**Run 1: met1 routing**

Drawn at 4 px/µm. Supply wires on this layer in gray. Cells faint in the background.
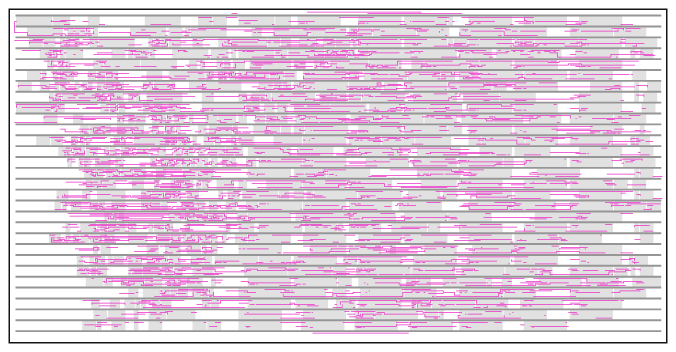
**Run 1: where the registers sit**

Drawn at 4 px/µm.
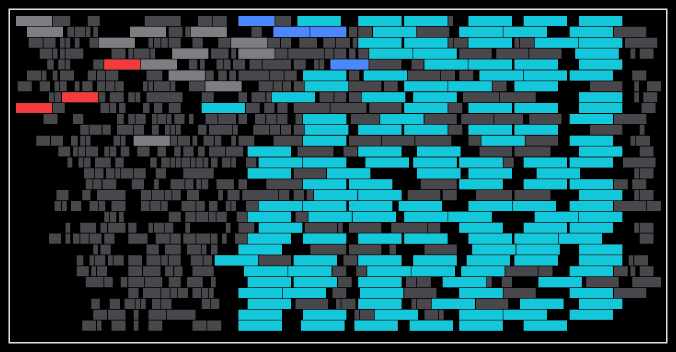
**Run 1: the metal 4 layer**

Drawn at 4 px/µm. Supply wires on this layer in gray.
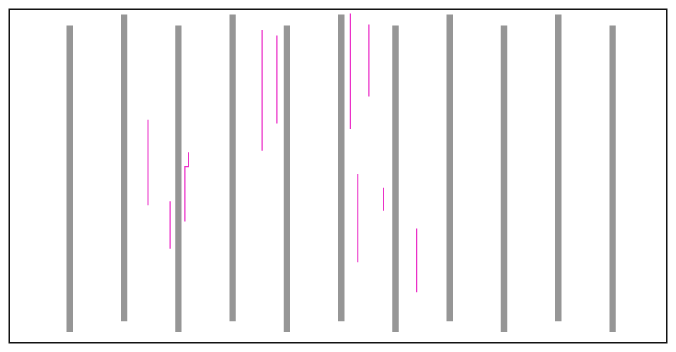
`src/rtl/ps2_key_decoder.sv`:
```
// ps2_key_decoder: turns Set-2 scancode bytes into key events.
// Resolves the E0/F0/E1 prefixes and tracks the shift and caps-lock state.
// Each resolved event is pushed into a first-word-fall-through FIFO, which the
// consumer drains with rd_en.
//
// Handshake: a byte is consumed only in a cycle with code_valid=1. The FIFO
// head is presented whenever key_valid=1. It is popped at a posedge where
// rd_en=1 and key_valid=1. rd_en while key_valid=0 has no effect.
module ps2_key_decoder #(
   parameter int FIFO_DEPTH = 8,
   parameter int ADDR_W     = 3
) (
   input  logic       clk,
   input  logic       rst,
   input  logic [7:0] code_in,
   input  logic       code_valid,
   input  logic       rd_en,
   output logic       key_valid,
   output logic [7:0] key_ascii,
   output logic [7:0] key_code,
   output logic       key_break,
   output logic       key_ext,
   output logic       fifo_full,
   output logic       overflow,
   output logic       shift_held,
   output logic       caps_lock,
   output logic [2:0] fsm_state
);

   typedef enum logic [2:0] {
      S_IDLE = 3'd0,
      S_E0   = 3'd1,
      S_F0   = 3'd2,
      S_E0F0 = 3'd3,
      S_SKIP = 3'd4
   } state_t;

   state_t     state, state_nx;
   logic [2:0] skip_cnt, skip_nx;

   // Resolved event for the current byte (combinational).
   logic       evt_valid;
   logic       evt_brk;
   logic       evt_ext;
   logic       is_shift;
   logic       is_caps;
   logic       is_fake;
   logic       push;
   logic [7:0] evt_ascii;
   logic [17:0] evt_word;

   // Modifier state.
   logic shift_l, shift_r, caps_held;

   // FIFO.
   logic [17:0]     mem [FIFO_DEPTH];
   logic [ADDR_W:0] wptr, rptr;
   logic            empty, full, pop, push_ok;
   logic [17:0]     head;

   // Lowercase letter for a Set-2 code, 0x00 if the code is not a letter.
   function automatic logic [7:0] letter_of(input logic [7:0] c);
      logic [7:0] r;
      r = 8'h00;
      case (c)
         8'h1C: r = 8'h61; 8'h32: r = 8'h62; 8'h21: r = 8'h63; 8'h23: r = 8'h64;
         8'h24: r = 8'h65; 8'h2B: r = 8'h66; 8'h34: r = 8'h67; 8'h33: r = 8'h68;
         8'h43: r = 8'h69; 8'h3B: r = 8'h6A; 8'h42: r = 8'h6B; 8'h4B: r = 8'h6C;
         8'h3A: r = 8'h6D; 8'h31: r = 8'h6E; 8'h44: r = 8'h6F; 8'h4D: r = 8'h70;
         8'h15: r = 8'h71; 8'h2D: r = 8'h72; 8'h1B: r = 8'h73; 8'h2C: r = 8'h74;
         8'h3C: r = 8'h75; 8'h2A: r = 8'h76; 8'h1D: r = 8'h77; 8'h22: r = 8'h78;
         8'h35: r = 8'h79; 8'h1A: r = 8'h7A;
         default: r = 8'h00;
      endcase
      return r;
   endfunction

   // Digit row: plain digit, or the US shifted symbol when shift is held.
   function automatic logic [7:0] digit_of(input logic [7:0] c, input logic sh);
      logic [7:0] r;
      r = 8'h00;
      case (c)
         8'h16: r = sh ? 8'h21 : 8'h31; // ! 1
         8'h1E: r = sh ? 8'h40 : 8'h32; // @ 2
         8'h26: r = sh ? 8'h23 : 8'h33; // # 3
         8'h25: r = sh ? 8'h24 : 8'h34; // $ 4
         8'h2E: r = sh ? 8'h25 : 8'h35; // % 5
         8'h36: r = sh ? 8'h5E : 8'h36; // ^ 6
         8'h3D: r = sh ? 8'h26 : 8'h37; // & 7
         8'h3E: r = sh ? 8'h2A : 8'h38; // * 8
         8'h46: r = sh ? 8'h28 : 8'h39; // ( 9
         8'h45: r = sh ? 8'h29 : 8'h30; // ) 0
         default: r = 8'h00;
      endcase
      return r;
   endfunction

   // Full translation of a non-extended code. It uses the modifiers as they
   // were before this byte.
   function automatic logic [7:0] xlate(input logic [7:0] c, input logic sh,
                                        input logic cl);
      logic [7:0] lt;
      logic [7:0] r;
      lt = letter_of(c);
      r  = 8'h00;
      if (lt != 8'h00) begin
         r = (sh ^ cl) ? (lt - 8'h20) : lt;
      end else begin
         case (c)
            8'h29:   r = 8'h20;
            8'h5A:   r = 8'h0D;
            8'h66:   r = 8'h08;
            8'h0D:   r = 8'h09;
            8'h76:   r = 8'h1B;
            default: r = digit_of(c, sh);
         endcase
      end
      return r;
   endfunction

   // Prefix FSM state register plus pause-sequence skip counter.
   always_ff @(posedge clk or posedge rst) begin
      if (rst) begin
         state    <= S_IDLE;
         skip_cnt <= 3'd0;
      end else begin
         state    <= state_nx;
         skip_cnt <= skip_nx;
      end
   end

   // Prefix FSM next-state logic.
   always_comb begin
      state_nx = state;
      skip_nx  = skip_cnt;
      if (code_valid) begin
         case (state)
            S_IDLE: begin
               case (code_in)
                  8'hE0:   state_nx = S_E0;
                  8'hF0:   state_nx = S_F0;
                  8'hE1: begin
                     state_nx = S_SKIP;
                     skip_nx  = 3'd7;
                  end
                  default: state_nx = S_IDLE;
               endcase
            end
            S_E0:    state_nx = (code_in == 8'hF0) ? S_E0F0 : S_IDLE;
            S_F0:    state_nx = S_IDLE;
            S_E0F0:  state_nx = S_IDLE;
            S_SKIP: begin
               if (skip_cnt <= 3'd1) begin
                  skip_nx  = 3'd0;
                  state_nx = S_IDLE;
               end else begin
                  skip_nx = skip_cnt - 3'd1;
               end
            end
            default: state_nx = S_IDLE;
         endcase
      end
   end

   // Prefix FSM outputs: a resolved key event for the current byte.
   always_comb begin
      evt_valid = 1'b0;
      evt_brk   = 1'b0;
      evt_ext   = 1'b0;
      if (code_valid) begin
         case (state)
            S_IDLE: begin
               case (code_in)
                  8'hE0, 8'hF0, 8'hE1,
                  8'hAA, 8'hFA, 8'hFE, 8'hEE: evt_valid = 1'b0;
                  default:                    evt_valid = 1'b1;
               endcase
            end
            S_E0: begin
               evt_valid = (code_in != 8'hF0);
               evt_ext   = 1'b1;
            end
            S_F0: begin
               evt_valid = 1'b1;
               evt_brk   = 1'b1;
            end
            S_E0F0: begin
               evt_valid = 1'b1;
               evt_brk   = 1'b1;
               evt_ext   = 1'b1;
            end
            default: evt_valid = 1'b0;
         endcase
      end
   end

   // Event classification: modifiers and fake shifts are consumed, not queued.
   always_comb begin
      is_shift  = !evt_ext && (code_in == 8'h12 || code_in == 8'h59);
      is_caps   = !evt_ext && (code_in == 8'h58);
      is_fake   = evt_ext && (code_in == 8'h12 || code_in == 8'h59);
      push      = evt_valid && !is_shift && !is_caps && !is_fake;
      evt_ascii = evt_ext ? 8'h00 : xlate(code_in, shift_held, caps_lock);
      evt_word  = {evt_ext, evt_brk, code_in, evt_ascii};
   end

   // Modifier tracking. The caps-held flag keeps typematic repeat from toggling.
   always_ff @(posedge clk or posedge rst) begin
      if (rst) begin
         shift_l   <= 1'b0;
         shift_r   <= 1'b0;
         caps_held <= 1'b0;
         caps_lock <= 1'b0;
      end else if (evt_valid && !evt_ext) begin
         if (code_in == 8'h12) shift_l <= !evt_brk;
         if (code_in == 8'h59) shift_r <= !evt_brk;
         if (code_in == 8'h58) begin
            if (!evt_brk) begin
               if (!caps_held) caps_lock <= !caps_lock;
               caps_held <= 1'b1;
            end else begin
               caps_held <= 1'b0;
            end
         end
      end
   end

   assign shift_held = shift_l | shift_r;
   assign fsm_state  = state;

   // FIFO status. The extra pointer MSB separates full from empty.
   always_comb begin
      empty   = (wptr == rptr);
      full    = (wptr[ADDR_W] != rptr[ADDR_W]) &&
                (wptr[ADDR_W-1:0] == rptr[ADDR_W-1:0]);
      pop     = rd_en && !empty;
      push_ok = push && (!full || pop);
   end

   // FIFO storage. Stale contents are never visible because outputs are gated.
   always_ff @(posedge clk) begin
      if (push_ok) mem[wptr[ADDR_W-1:0]] <= evt_word;
   end

   // FIFO pointers and sticky overflow flag.
   always_ff @(posedge clk or posedge rst) begin
      if (rst) begin
         wptr     <= '0;
         rptr     <= '0;
         overflow <= 1'b0;
      end else begin
         if (push_ok) wptr <= wptr + (ADDR_W+1)'(1);
         if (pop)     rptr <= rptr + (ADDR_W+1)'(1);
         if (push && full && !pop) overflow <= 1'b1;
      end
   end

   // Head presentation. All fields read zero while the FIFO is empty.
   always_comb begin
      head      = mem[rptr[ADDR_W-1:0]];
      key_valid = !empty;
      fifo_full = full;
      key_ext   = key_valid ? head[17]    : 1'b0;
      key_break = key_valid ? head[16]    : 1'b0;
      key_code  = key_valid ? head[15:8]  : 8'h00;
      key_ascii = key_valid ? head[7:0]   : 8'h00;
   end

endmodule

```
`config.mk`:
```
export PLATFORM = sky130hd
export DESIGN_NAME = ps2_key_decoder
export DESIGN_NICKNAME = d
export VERILOG_FILES = /design/src/rtl/ps2_key_decoder.sv
export SDC_FILE = /design/constraint.sdc
export NUM_CORES = 1
export LEC_CHECK = 0
export CORE_ASPECT_RATIO = 0.5
export CORE_UTILIZATION = 60
export CTS_BUF_LIST = sky130_fd_sc_hd__clkbuf_8 sky130_fd_sc_hd__clkbuf_16
export DETAILED_ROUTE_END_ITERATION = 8
export PLACE_DENSITY = 0.76
export RECOVER_POWER = 25
export SYNTH_ARGS = -nofsm -noshare
export SYNTH_HDL_FRONTEND = slang
export SYNTH_SLANG_ARGS = --single-unit
```
`constraint.sdc`:
```
create_clock -name clk -period 4.1 [get_ports clk]
set_input_delay 1.025 -clock clk [delete_from_list [all_inputs] [get_ports clk]]
set_output_delay 1.025 -clock clk [all_outputs]
set_load 0.02 [all_outputs]
```
==> flow_summary.ini, run 1 <==
; yosys + openroad results
[global_routing]
grt_pass1_wl_mm = 29.0
grtUsageMet3_pct = 6.94

[clock_tree]
cts-root-buf = clkbuf_16
cts_tree = built

[yosys]
synth_top_area_share_pct = 54.9
logic_family = multiplexers
postSynthAreaPerCell_um2 = 14.4
yosys-stat-cells = 547
synth_xor_xnor_area_share_pct = 1.56

[sta]
max_slew_margin_pct = 39.8
finalSetupTns_ns = 0

[power_and_ir_drop]
powerSeq_mw = 2.29
power_frac_clock_pct = 24.3
power_leakage_nw = 3.34

[finish]
syn_to_final_growth_pct = 17.8
seq_area_um2 = 4800
fillers = 771

[min_path]
whs_path_depth = 1

[place]
place.gp.congestion = 0.954

[detailed_routing]
drtPass1Iterations = 5
wl_met3_mm = 1.84

[status]
outcome = finished, final reports clean

[die]
chipWidth_um = 164
-- 'met1 routing' (at the start) --
share of all routed wire = 43%
nets with wire on the layer = 599
wire length on this layer = 7930 µm

-- 'where the registers sit' (at the start) --
`fsm_state` -> red  # sequential cells 3
`rptr` -> blue  # sequential cells 4, where north
`mem` -> cyan  # sequential cells 144

-- 'the metal 4 layer' (at the start) --
nets with wire on the layer = 10
main direction = vertical

[run 1: final cells by class]
type / instances / area share [%]
sequential: 163 / 51.8
multi-input combinational: 329 / 30.9
timing repair buffer: 85 / 8.54
clock buffer: 17 / 4.59
tap: 170 / 2.29
clock inverter: 14 / 1.28
inverter: 16 / 0.648
[run 1: registers in the layout, summed over array words and instances (netlist names)]
name / count
mem: 144
rptr: 4
wptr: 4
fsm_state: 3
skip_cnt: 3
caps_held: 1
caps_lock: 1
overflow: 1
shift_l: 1
shift_r: 1
[run 1: worst paths after layout]
path | from | end | slack (ns)
max | code_in[3] | mem[6][5]$_DFFE_PP_ | 0.19
max in group asynchronous | rst | rptr[0]$_DFFE_PP0P_ | 2.39
max reg2reg | rptr[1]$_DFFE_PP0P_ | mem[4][8]$_DFFE_PP_ | 1.38
min | overflow$_DFFE_PP0P_ | overflow$_DFFE_PP0P_ | 0.46
min in group asynchronous | rst | wptr[1]$_DFFE_PP0P_ | 1.19
min reg2reg | overflow$_DFFE_PP0P_ | overflow$_DFFE_PP0P_ | 0.46
[run 1: cells in the final DEF (no fill, tap or decap), types with 10 or more instances in the layout]
master	count
a21oi_1	15
xnor2_1	11
mux2i_1	22
clkbuf_16	17
nand2_1	27
nor2_1	43
nor2b_1	12
mux4_2	36
buf_4	34
dfrtp_1	18
dlygate4sd3_1	10
o21ai_0	18
nand2b_1	12
edfxtp_1	144
inv_1	14
ha_1	13
clkdlybuf4s50_1	27
[run 1: worst reg2reg max path, cell delays in order (launching register included)]
cell	delay (ns)
dfrtp_1	0.89
xnor2_1	0.18
nand3_1	0.21
nor3_1	0.12
nor2_1	0.27
nand3_1	0.22
nor3_2	0.18
buf_4	0.32
==> inputs of run 2 (changes only) <==
- clock period: 4.1 -> 3.7 ns (I/O delays scaled with it)
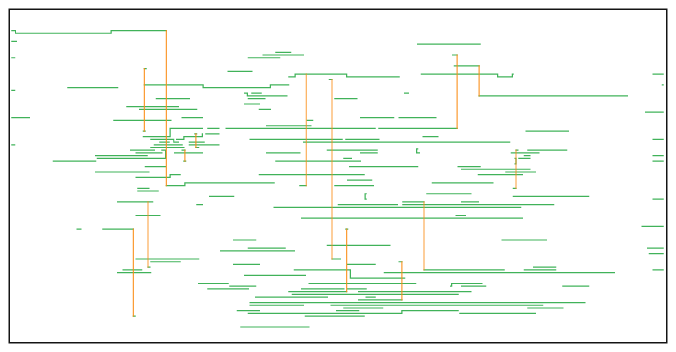
**Above:** run 2 (metal layers overlaid).
Drawn at 4 px/µm. Two of the layers only.
M3 -> green  # wire length 1900 µm
M4 -> orange  # wire length 249 µm

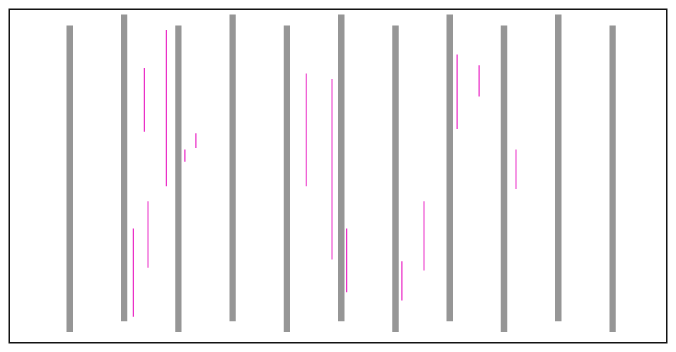
**Above:** run 2 (the metal 4 layer).
Drawn at 4 px/µm. Supply wires on this layer in gray.
nets with wire on the layer = 13
share of all routed wire = 1.3%
wire length on this layer = 249 µm

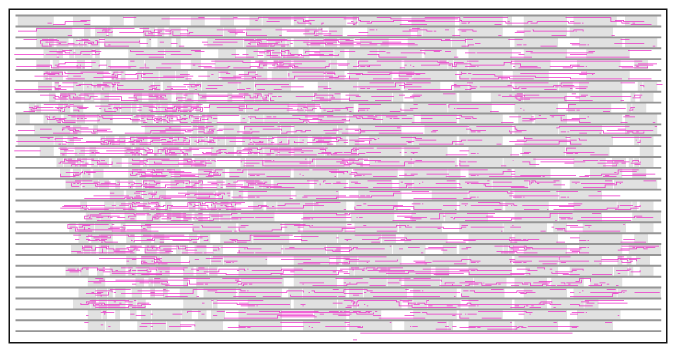
**Above:** run 2 (met1 routing).
Drawn at 4 px/µm. Supply wires on this layer in gray. Cells faint in the background.
nets with wire on the layer = 604
share of all routed wire = 41%
wire length on this layer = 7920 µm

==> run 2 against run 1 <==
Non-clock buffer count rose by 12. Sequential power rose by 8%. Synthesized area did not move. Highest routed layer unchanged. The flow now finishes with violations (DRC). Wire length rose by 3.2%.
==> flow_summary.ini, run 2 <==
; yosys + openroad results
[place]
placed_cells = 775
dp_hpwl_mm = 11.8

[yosys]
yosys-stat-cells = 547
ys_area_um2 = 7870
synth_top_area_share_pct = 54.9
ys.flop_type = edfxtp_1

[clock_tree]
cts_tree = built

[power_and_ir_drop]
power_frac_comb_pct = 38.2
power_leakage_nw = 3.44
ir_worst_vdd_uv = 530
power_frac_clock_pct = 26.5

[detailed_routing]
drtPass1Iterations = 8
drc = 4

[sta]
max_slew_margin_pct = 49.5

[finish]
lay_top_cells = edfxtp_1, buf_4, nor2_1
largest_reg_flops = 144
lay_top_count = edfxtp_1
syn_to_final_growth_pct = 20.4

[min_path]
min_from = overflow$_DFFE_PP0P_
hold_path_end = overflow$_DFFE_PP0P_
whs_path_depth = 1

[critical_path]
r2r_start = rptr[1]$_DFFE_PP0P_
startpoint = rptr[0]$_DFFE_PP0P_
r2r-end = mem[7][5]$_DFFE_PP_
reg2reg_setup_slack_ns = 1.31
worstSetupEndpoint = key_ext

[status]
failed_checks = DRC
outcome = finished with violations

[global_routing]
grt_usage_pct = 30.2
grt_pass1_wl_mm = 29.6

[job]
maxCapViolCount = 0

[die]
chipWidth_um = 164
run 2: cell types whose count changed in the layout (fill, tap and decap cells not counted):
cell and change:
inv_1 +1, inv_6 -1, bufinv_16 +3, buf_4 +10, clkinv_2 -1, buf_12 +3
clkinv_4 -2, inv_8 +1, clkbuf_1 -1
run 2: layer usage:
layer,GRT usage (%),part of all wire (%),vias up
met4,7.74,1.3,0
met3,7.99,9.9,29
met2,47.3,48,312
li1,-,-,2278
met5,0,0,-
met1,42.4,41,2568
run 2: power by group through the flow:
stage          clock network (mW)  logic, mW  registers (mW)
3_5_place_dp                    0       2.61            2.50
3_3_place_gp                    0       2.56            2.48
5_1_grt                      1.93       2.83            2.50
4_1_cts                      1.88       2.69            2.48
2_1_floorplan                   0       1.64            2.43
6_report                     1.86       2.68            2.48
run 2: metrics by stage:
step	power [mW]	setup TNS (ns)
6_report	7.02	0
5_1_grt	7.27	0
4_1_cts	7.05	0
3_5_place_dp	5.11	-3.67
3_3_place_gp	5.04	-0.0638
2_1_floorplan	4.07	-8.28
run 2: worst max-delay path: cells and delay by family, from the launching register on:
kind / cells / cell delay [ns]
and+or+nand+nor: 1 / 0.08
muxes: 2 / 0.83
buffers and inverters: 2 / 0.86
DFF: 1 / 0.38
run 2: cell type report:
class / count / area, µm²
fill: 789 / 3260
sequential: 163 / 4800
clock inverter: 15 / 193
inverter: 16 / 60.1
multi-input combinational: 329 / 2860
timing repair buffer: 97 / 923
tap: 170 / 213
clock buffer: 17 / 425
run 2: cell families (layout without fill, tap and decap cells):
logic type      Yosys count  after routing  synth area share [%]
simple gates            156            156                  10.7
buf+inv                  55            145                  3.23
compound gates           81             81                  7.37
mux                      65             65                  14.1
fa+ha+maj                13             13                  2.07
xor+xnor                 14             14                  1.56
flops                   163            163                  61.0
==> inputs of run 3 (changes only) <==
- PLACE_DENSITY: 0.76 -> 0.79
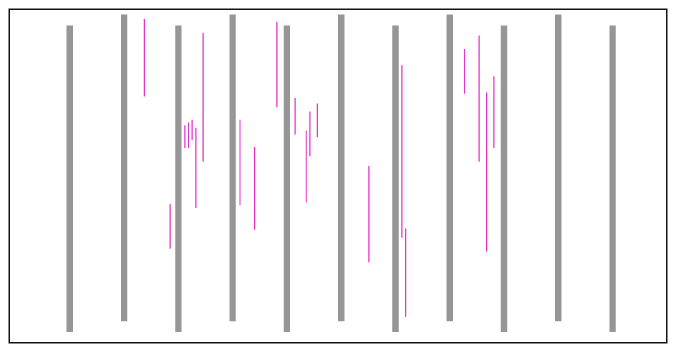
**Above:** run 3 (the metal 4 layer).
Drawn at 4 px/µm. Supply wires on this layer in gray.
wire length on this layer = 394 µm
nets with wire on the layer = 19
main direction = vertical
share of all routed wire = 2.0%

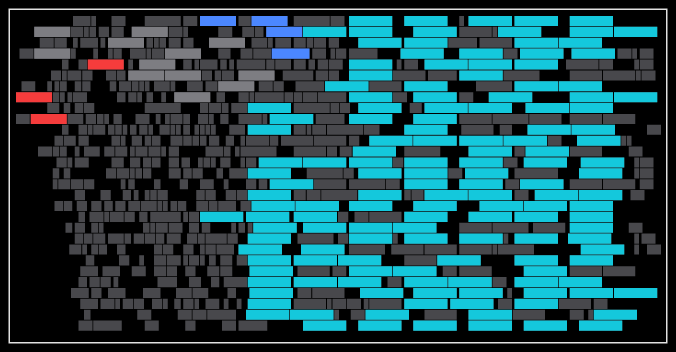
**Above:** run 3 (where the registers sit).
Drawn at 4 px/µm.
`rptr` -> blue  # sequential cells 4, where north
`mem` -> cyan  # sequential cells 144
`fsm_state` -> red  # sequential cells 3
not colored = 12

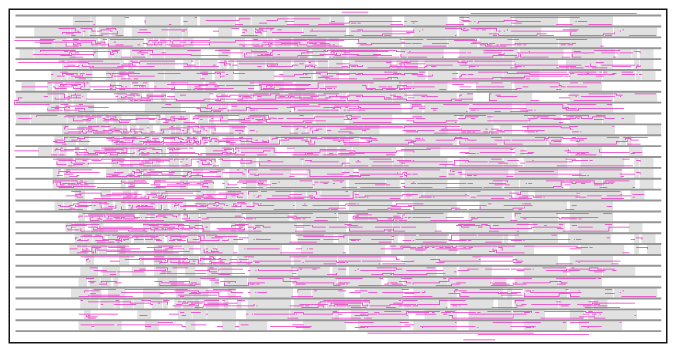
**Above:** run 3 (met1 routing).
Drawn at 4 px/µm. Supply wires on this layer in gray. Cells faint in the background.
main direction = horizontal
share of all routed wire = 42%

==> run 3 against run 2 <==
The flow now finishes without violations. Combinational power barely moved. Maximum frequency fell by 1.7%. Via count rose by 1.4%. Sequential share of layout area fell by 0.42 points. Die area did not move. Critical path type is now in2reg. Critical endpoint is now mem[0][4]$_DFFE_PP_. Largest cell class unchanged. Largest power group unchanged. Highest routed layer unchanged.
==> flow_summary.ini, run 3 <==
; yosys + openroad results
[status]
outcome = finished, final reports clean

[clock_tree]
cts_tree = built

[detailed_routing]
met1_length_mm = 8.07
wl_met2_mm = 9.11
wl_met3_mm = 1.73
drtPass1Iterations = 5
top_layer = met4

[global_routing]
use_met2_pct = 46.8
grtUsageMet3_pct = 5.79
grt_usage_pct = 30.6
grt_pass1_wl_mm = 30.0

[job]
maxCapViolCount = 0

[place]
dp_hpwl_mm = 12.0

[finish]
syn_to_final_growth_pct = 21.4
lay_top_cells = edfxtp_1, buf_4, nor2_1
lay_top_count = edfxtp_1
fillers = 741

[die]
chipWidth_um = 164

[yosys]
yosys-stat-cells = 547
ys_area_um2 = 7870
ys.flop_type = edfxtp_1
synth_top_area_share_pct = 54.9

[sta]
max_slew_margin_pct = 40.7

[power_and_ir_drop]
power_mw = 6.87
-- run 3: cell counts after synthesis --
No cell type changed its count.
-- run 3: logic make-up after synthesis --
logic type | Yosys count | share of synthesized area, %
DFF | 163 | 61.0
and+or+nand+nor | 156 | 10.7
AOI/OAI and AO/OA | 81 | 7.37
muxes | 65 | 14.1
buffers and inverters | 55 | 3.23
xor gates and xnor gates | 14 | 1.56
adders and majority gates | 13 | 2.07
-- run 3: layout make-up --
class	instances	area (µm²)	share of cell area, %
Clock buffer	17	425	4.45
Sequential cell	163	4800	50.2
Tap cell	170	213	2.23
Clock inverter	15	144	1.51
Multi-Input combinational cell	329	2880	30.1
Timing Repair Buffer	111	1040	10.9
Inverter	16	60.1	0.628
-- run 3: path summary, 6_finish.rpt --
path,startpoint,to,cells after the start
hold / removal,overflow$_DFFE_PP0P_,overflow$_DFFE_PP0P_,1
setup / recovery,code_in[5],mem[0][4]$_DFFE_PP_,9
setup reg to reg,fsm_state[2]$_DFFE_PP0P_,mem[2][6]$_DFFE_PP_,6
hold reg to reg,overflow$_DFFE_PP0P_,overflow$_DFFE_PP0P_,1
min in group asynchronous,rst,caps_held$_DFFE_PP0P_,2
max in group asynchronous,rst,rptr[0]$_DFFE_PP0P_,2
-- run 3: where the power goes --
group	leakage, nW	switching (mW)	internal [mW]	total, mW
logic	1.65	1.40	1.27	2.67
registers	1.57	0.175	2.32	2.50
clock network	0.287	0.754	0.947	1.70
total	3.50	2.32	4.54	6.87
-- run 3: through the flow --
step	hold slack [ns]	setup WS (ns)	cells
detailed placement	0.453	-0.258	789
CTS	0.468	0.123	821
finish	0.463	0.120	821
floorplan	0.451	-0.153	547
global placement	0.445	-0.254	789
global route	0.479	-0.0278	821
Power figures rest on the tool's default switching activity, not on a simulated workload.
